[config.mk]
export PLATFORM = sky130hd
export DESIGN_NAME = word_serial_alu
export DESIGN_NICKNAME = d
export VERILOG_FILES = /design/src/rtl/alu_pkg.sv /design/src/rtl/word_serial_alu_slice.sv /design/src/rtl/word_serial_alu.sv
export SDC_FILE = /design/constraint.sdc
export NUM_CORES = 1
export LEC_CHECK = 0
export CORE_ASPECT_RATIO = 1.4
export CORE_MARGIN = 2
export CORE_UTILIZATION = 36
export CTS_CLUSTER_SIZE = 30
export DETAILED_ROUTE_END_ITERATION = 10
export GPL_TIMING_DRIVEN = 0
export SYNTH_ARGS = -nofsm -noshare
export SYNTH_HDL_FRONTEND = slang
export SYNTH_SLANG_ARGS = --single-unit
[constraint.sdc]
create_clock -name clk -period 7 [get_ports clk]
set_input_delay 0.7 -clock clk [delete_from_list [all_inputs] [get_ports clk]]
set_output_delay 0.7 -clock clk [all_outputs]
set_load 0.02 [all_outputs]
[src/rtl/alu_pkg.sv]
// rtl/alu_pkg.sv - phase, op-code and flag types shared by the word-serial ALU
package alu_pkg;

  typedef enum logic [2:0] {
    GET_WORD_IN   = 3'b001,
    MUX_WORD_OUT  = 3'b010,
    LAST_WORD_OUT = 3'b100
  } alu_op;

  typedef enum logic [2:0] {
    FN_ADD    = 3'd0,
    FN_SUB    = 3'd1,
    FN_AND    = 3'd2,
    FN_OR     = 3'd3,
    FN_XOR    = 3'd4,
    FN_PASS_A = 3'd5
  } alu_fn_e;

  typedef struct packed {
    logic carry;
    logic zero;
    logic ovf;
  } alu_flags_t;

endpackage

[src/rtl/word_serial_alu_slice.sv]
// rtl/word_serial_alu_slice.sv - combinational single-word ALU step with carry in/out
module word_serial_alu_slice
  import alu_pkg::*;
#(
  parameter int WORD_W = 16
) (
  input  logic [WORD_W-1:0] a,
  input  logic [WORD_W-1:0] b,
  input  logic              cin,
  input  alu_fn_e           fn,
  output logic [WORD_W-1:0] r,
  output logic              cout,
  output logic              ovf
);

  logic [WORD_W-1:0] b_eff;
  logic [WORD_W:0]   sum;

  always_comb begin
    b_eff = (fn == FN_SUB) ? ~b : b;
    sum   = {1'b0, a} + {1'b0, b_eff} + {{WORD_W{1'b0}}, cin};
    r     = '0;
    cout  = 1'b0;
    ovf   = 1'b0;
    case (fn)
      FN_ADD, FN_SUB: begin
        r    = sum[WORD_W-1:0];
        cout = sum[WORD_W];
        ovf  = (a[WORD_W-1] == b_eff[WORD_W-1]) && (r[WORD_W-1] != a[WORD_W-1]);
      end
      FN_AND:  r = a & b;
      FN_OR:   r = a | b;
      FN_XOR:  r = a ^ b;
      // reserved codes 6-7 fall through to PASS_A
      default: r = a;
    endcase
  end

endmodule

[src/rtl/word_serial_alu.sv]
// rtl/word_serial_alu.sv - multi-word ALU: word-serial operands in, buffered result words out
module word_serial_alu
  import alu_pkg::*;
#(
  parameter int WORD_W  = 16,
  parameter int N_WORDS = 4,
  parameter int IDX_W   = (N_WORDS > 1) ? $clog2(N_WORDS) : 1
) (
  input  logic              clk,
  input  logic              reset_n,
  input  logic              in_valid,
  output logic              in_ready,
  input  logic [WORD_W-1:0] in_a,
  input  logic [WORD_W-1:0] in_b,
  input  logic [2:0]        in_op,
  output logic              out_valid,
  input  logic              out_ready,
  output logic [WORD_W-1:0] out_data,
  output logic              out_last,
  output logic              out_carry,
  output logic              out_zero,
  output logic              out_ovf,
  output logic [2:0]        phase
);

  localparam logic [IDX_W-1:0] LAST_IDX   = IDX_W'(N_WORDS - 1);
  localparam logic [IDX_W-1:0] PENULT_IDX = IDX_W'((N_WORDS > 1) ? N_WORDS - 2 : 0);

  alu_op             state_q, state_d;
  logic [IDX_W-1:0]  idx_q;
  alu_fn_e           fn_q;
  logic              carry_q, nz_q, ovf_q;
  logic [WORD_W-1:0] res_buf [N_WORDS];

  logic              in_hs, out_hs, first_word;
  alu_fn_e           fn_cur;
  logic              cin;
  logic [WORD_W-1:0] r;
  logic              cout, ovf;
  alu_flags_t        flags, flags_out;

  assign in_hs      = in_valid && in_ready;
  assign out_hs     = out_valid && out_ready;
  assign first_word = (idx_q == '0);
  // word 0 uses the live op code; later words use the copy latched on word 0
  assign fn_cur     = first_word ? alu_fn_e'(in_op) : fn_q;
  assign cin        = first_word ? (alu_fn_e'(in_op) == FN_SUB) : carry_q;

  word_serial_alu_slice #(.WORD_W(WORD_W)) u_slice (
    .a    (in_a),
    .b    (in_b),
    .cin  (cin),
    .fn   (fn_cur),
    .r    (r),
    .cout (cout),
    .ovf  (ovf)
  );

  always_ff @(posedge clk or negedge reset_n) begin
    if (!reset_n) state_q <= GET_WORD_IN;
    else          state_q <= state_d;
  end

  always_comb begin
    state_d   = state_q;
    in_ready  = 1'b0;
    out_valid = 1'b0;
    out_last  = 1'b0;
    out_data  = '0;
    case (state_q)
      GET_WORD_IN: begin
        in_ready = 1'b1;
        if (in_valid && idx_q == LAST_IDX)
          state_d = (N_WORDS > 1) ? MUX_WORD_OUT : LAST_WORD_OUT;
      end
      MUX_WORD_OUT: begin
        out_valid = 1'b1;
        out_data  = res_buf[idx_q];
        if (out_ready && idx_q == PENULT_IDX) state_d = LAST_WORD_OUT;
      end
      LAST_WORD_OUT: begin
        out_valid = 1'b1;
        out_last  = 1'b1;
        out_data  = res_buf[LAST_IDX];
        if (out_ready) state_d = GET_WORD_IN;
      end
      default: state_d = GET_WORD_IN;
    endcase
  end

  always_ff @(posedge clk or negedge reset_n) begin
    if (!reset_n) begin
      idx_q   <= '0;
      fn_q    <= FN_ADD;
      carry_q <= 1'b0;
      nz_q    <= 1'b0;
      ovf_q   <= 1'b0;
    end else if (in_hs) begin
      if (first_word) fn_q <= alu_fn_e'(in_op);
      carry_q <= cout;
      nz_q    <= nz_q | (r != '0);
      if (idx_q == LAST_IDX) begin
        idx_q <= '0;
        ovf_q <= ovf;
      end else begin
        idx_q <= idx_q + 1'b1;
      end
    end else if (out_hs) begin
      if (out_last) begin
        idx_q   <= '0;
        carry_q <= 1'b0;
        nz_q    <= 1'b0;
        ovf_q   <= 1'b0;
      end else begin
        idx_q <= idx_q + 1'b1;
      end
    end
  end

  always_ff @(posedge clk) begin
    if (in_hs) res_buf[idx_q] <= r;
  end

  assign flags     = '{carry: carry_q, zero: ~nz_q, ovf: ovf_q};
  assign flags_out = out_last ? flags : '0;
  assign out_carry = flags_out.carry;
  assign out_zero  = flags_out.zero;
  assign out_ovf   = flags_out.ovf;
  assign phase     = state_q;

endmodule

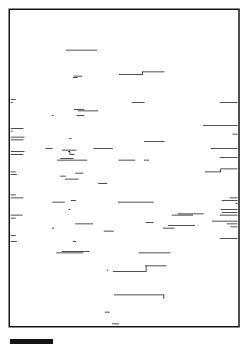
Figure 1: run 1, signal wires on met3.
Scale bar: 20 microns.
nets with wire on the layer = 61
share of all routed wire = 3.8%
longest straight run = 23.2 microns

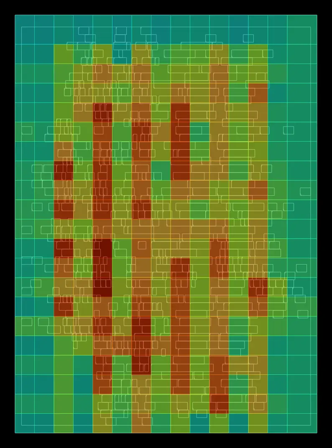
Figure 2: run 1, congestion heat map.
met2 track utilization from global routing: 32.3%
Tot GR Track Use: 17.4%
busiest metal layer after global routing: met2
met3 layer usage reported by global route: 1.97%

==> tab_implementation.tex, run 1 <==
% Auto-generated results table
\begin{tabular}{lr}
\hline
Metric & Value \\
\hline
\multicolumn{2}{l}{\textbf{Worst setup path}} \\
Slack of the worst reg-to-reg path & 700 ps \\
Crit path buf inv count & 6 \\
Category of the most critical setup path & reg2reg \\
Startpoint of the worst-slack reg-to-reg timing path & idx\_q[0]\$\_DFFE\_PN0P\_ \\
\multicolumn{2}{l}{\textbf{Run status}} \\
Status & complete, no violations \\
\multicolumn{2}{l}{\textbf{Logic synthesis}} \\
Post-Synth AOI/OAI Area & 18.2\% \\
MUX area fraction & 9.15\% \\
Yosys chip area & 0.00536 sq mm \\
Area share of fa/ha/maj cells after synthesis & 12.9\% \\
\multicolumn{2}{l}{\textbf{Floorplanning}} \\
Die footprint & 0.0159 sq mm \\
Number of primary I/O pins & 64 \\
Die Width & 107 microns \\
\multicolumn{2}{l}{\textbf{CTS}} \\
Number of clock sinks & 75 \\
Htree depth & 3 \\
Gates resized, CTS repair & 0 \\
\multicolumn{2}{l}{\textbf{Final layout}} \\
Sequential share of cell area & 33.6\% \\
Diode count & 0 \\
Final design instance area without fill & 0.00654 sq mm \\
\multicolumn{2}{l}{\textbf{Power}} \\
Sw Share & 39.8\% \\
Internal Power & 0.00163 W \\
Leakage power figure & 2.52 nW \\
Power share of the sequential group & 29.2\% \\
\multicolumn{2}{l}{\textbf{Drt}} \\
Via-to-Cell Ratio & 5.44 \\
Detailed-router iteration count before antenna repair & 4 \\
\multicolumn{2}{l}{\textbf{Final timing}} \\
Unrepaired setup endpoints after global routing & no \\
Setup Skew & 6.35 ps \\
Final setup slack of the worst path & 703 ps \\
\multicolumn{2}{l}{\textbf{Global route}} \\
Initial antenna violation count & 0 \\
\multicolumn{2}{l}{\textbf{Worst hold path}} \\
Min-Delay Path Class & reg2reg \\
\hline
\end{tabular}
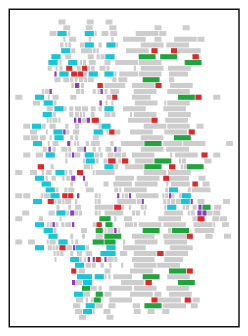
Figure 3: run 1, logic cells by family.
green -> multiplexers  # cells 26
purple -> NAND gates  # cells 34
red -> AND-OR and OR-AND gates  # cells 38
cyan -> adder and majority cells  # cells 54

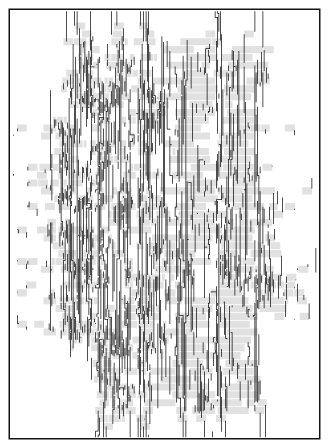
Figure 4: run 1, signal wires on met2.
Cells faint in the background.
main direction = vertical
nets with wire on the layer = 548
share of all routed wire = 54%
wire length on this layer = 7180 microns
longest straight run = 81.6 microns

Figure 5. Register map, names as in the netlist (run 1).
Other sequential cells in the stronger gray, the rest of the logic in the fainter gray.
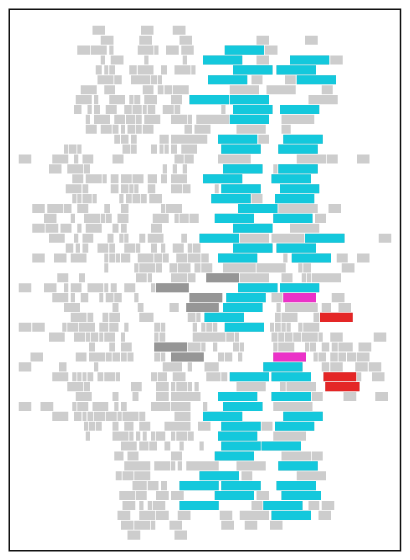

--- run 2 (diff from run 1) ---
CORE_ASPECT_RATIO = 0.8   (was 1.4)
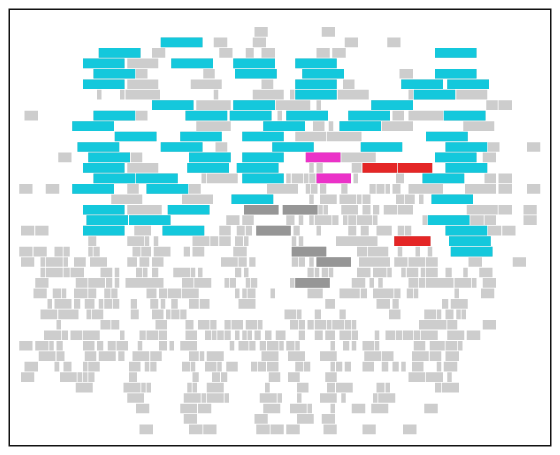
Figure 6: run 2, register map, names as in the netlist.
Other sequential cells in the stronger gray, the rest of the logic in the fainter gray.
red -> `phase`  # flops 3
magenta -> `idx_q`  # flops 2
cyan -> `res_buf`  # flops 64

==> tab_implementation.tex, run 2 <==
% Auto-generated results table
\begin{tabular}{lr}
\hline
Metric & Value \\
\hline
\multicolumn{2}{l}{\textbf{Worst setup path}} \\
Category of the most critical setup path & reg2reg \\
Crit path buf inv count & 6 \\
\multicolumn{2}{l}{\textbf{Final timing}} \\
Unrepaired setup endpoints after global routing & no \\
Setup Skew & 5.75 ps \\
Final setup slack of the worst path & 679 ps \\
\multicolumn{2}{l}{\textbf{Power}} \\
Leakage power figure & 2.50 nW \\
Power share of the sequential group & 29.4\% \\
Sw Share & 40.7\% \\
Internal Power & 0.00160 W \\
\multicolumn{2}{l}{\textbf{CTS}} \\
Htree depth & 3 \\
Gates resized, CTS repair & 0 \\
Number of clock sinks & 75 \\
\multicolumn{2}{l}{\textbf{Logic synthesis}} \\
Area share of fa/ha/maj cells after synthesis & 12.9\% \\
Post-Synth AOI/OAI Area & 18.2\% \\
MUX area fraction & 9.15\% \\
Yosys chip area & 0.00536 sq mm \\
\multicolumn{2}{l}{\textbf{Run status}} \\
Status & complete, no violations \\
\multicolumn{2}{l}{\textbf{Global route}} \\
Tot GR Track Use & 18.0\% \\
Met2 track utilization from global routing & 28.4\% \\
Initial antenna violation count & 0 \\
Busiest metal layer after global routing & met2 \\
Met3 layer usage reported by global route & 4.23\% \\
\multicolumn{2}{l}{\textbf{Final layout}} \\
Sequential share of cell area & 33.8\% \\
Diode count & 0 \\
\multicolumn{2}{l}{\textbf{Floorplanning}} \\
Number of primary I/O pins & 64 \\
Die Width & 140 microns \\
Die footprint & 0.0159 sq mm \\
\multicolumn{2}{l}{\textbf{Drt}} \\
Detailed-router iteration count before antenna repair & 6 \\
\multicolumn{2}{l}{\textbf{Worst hold path}} \\
Min-Delay Path Class & reg2reg \\
\hline
\end{tabular}
No activity file was given, so power comes from the tool's default toggle rates.
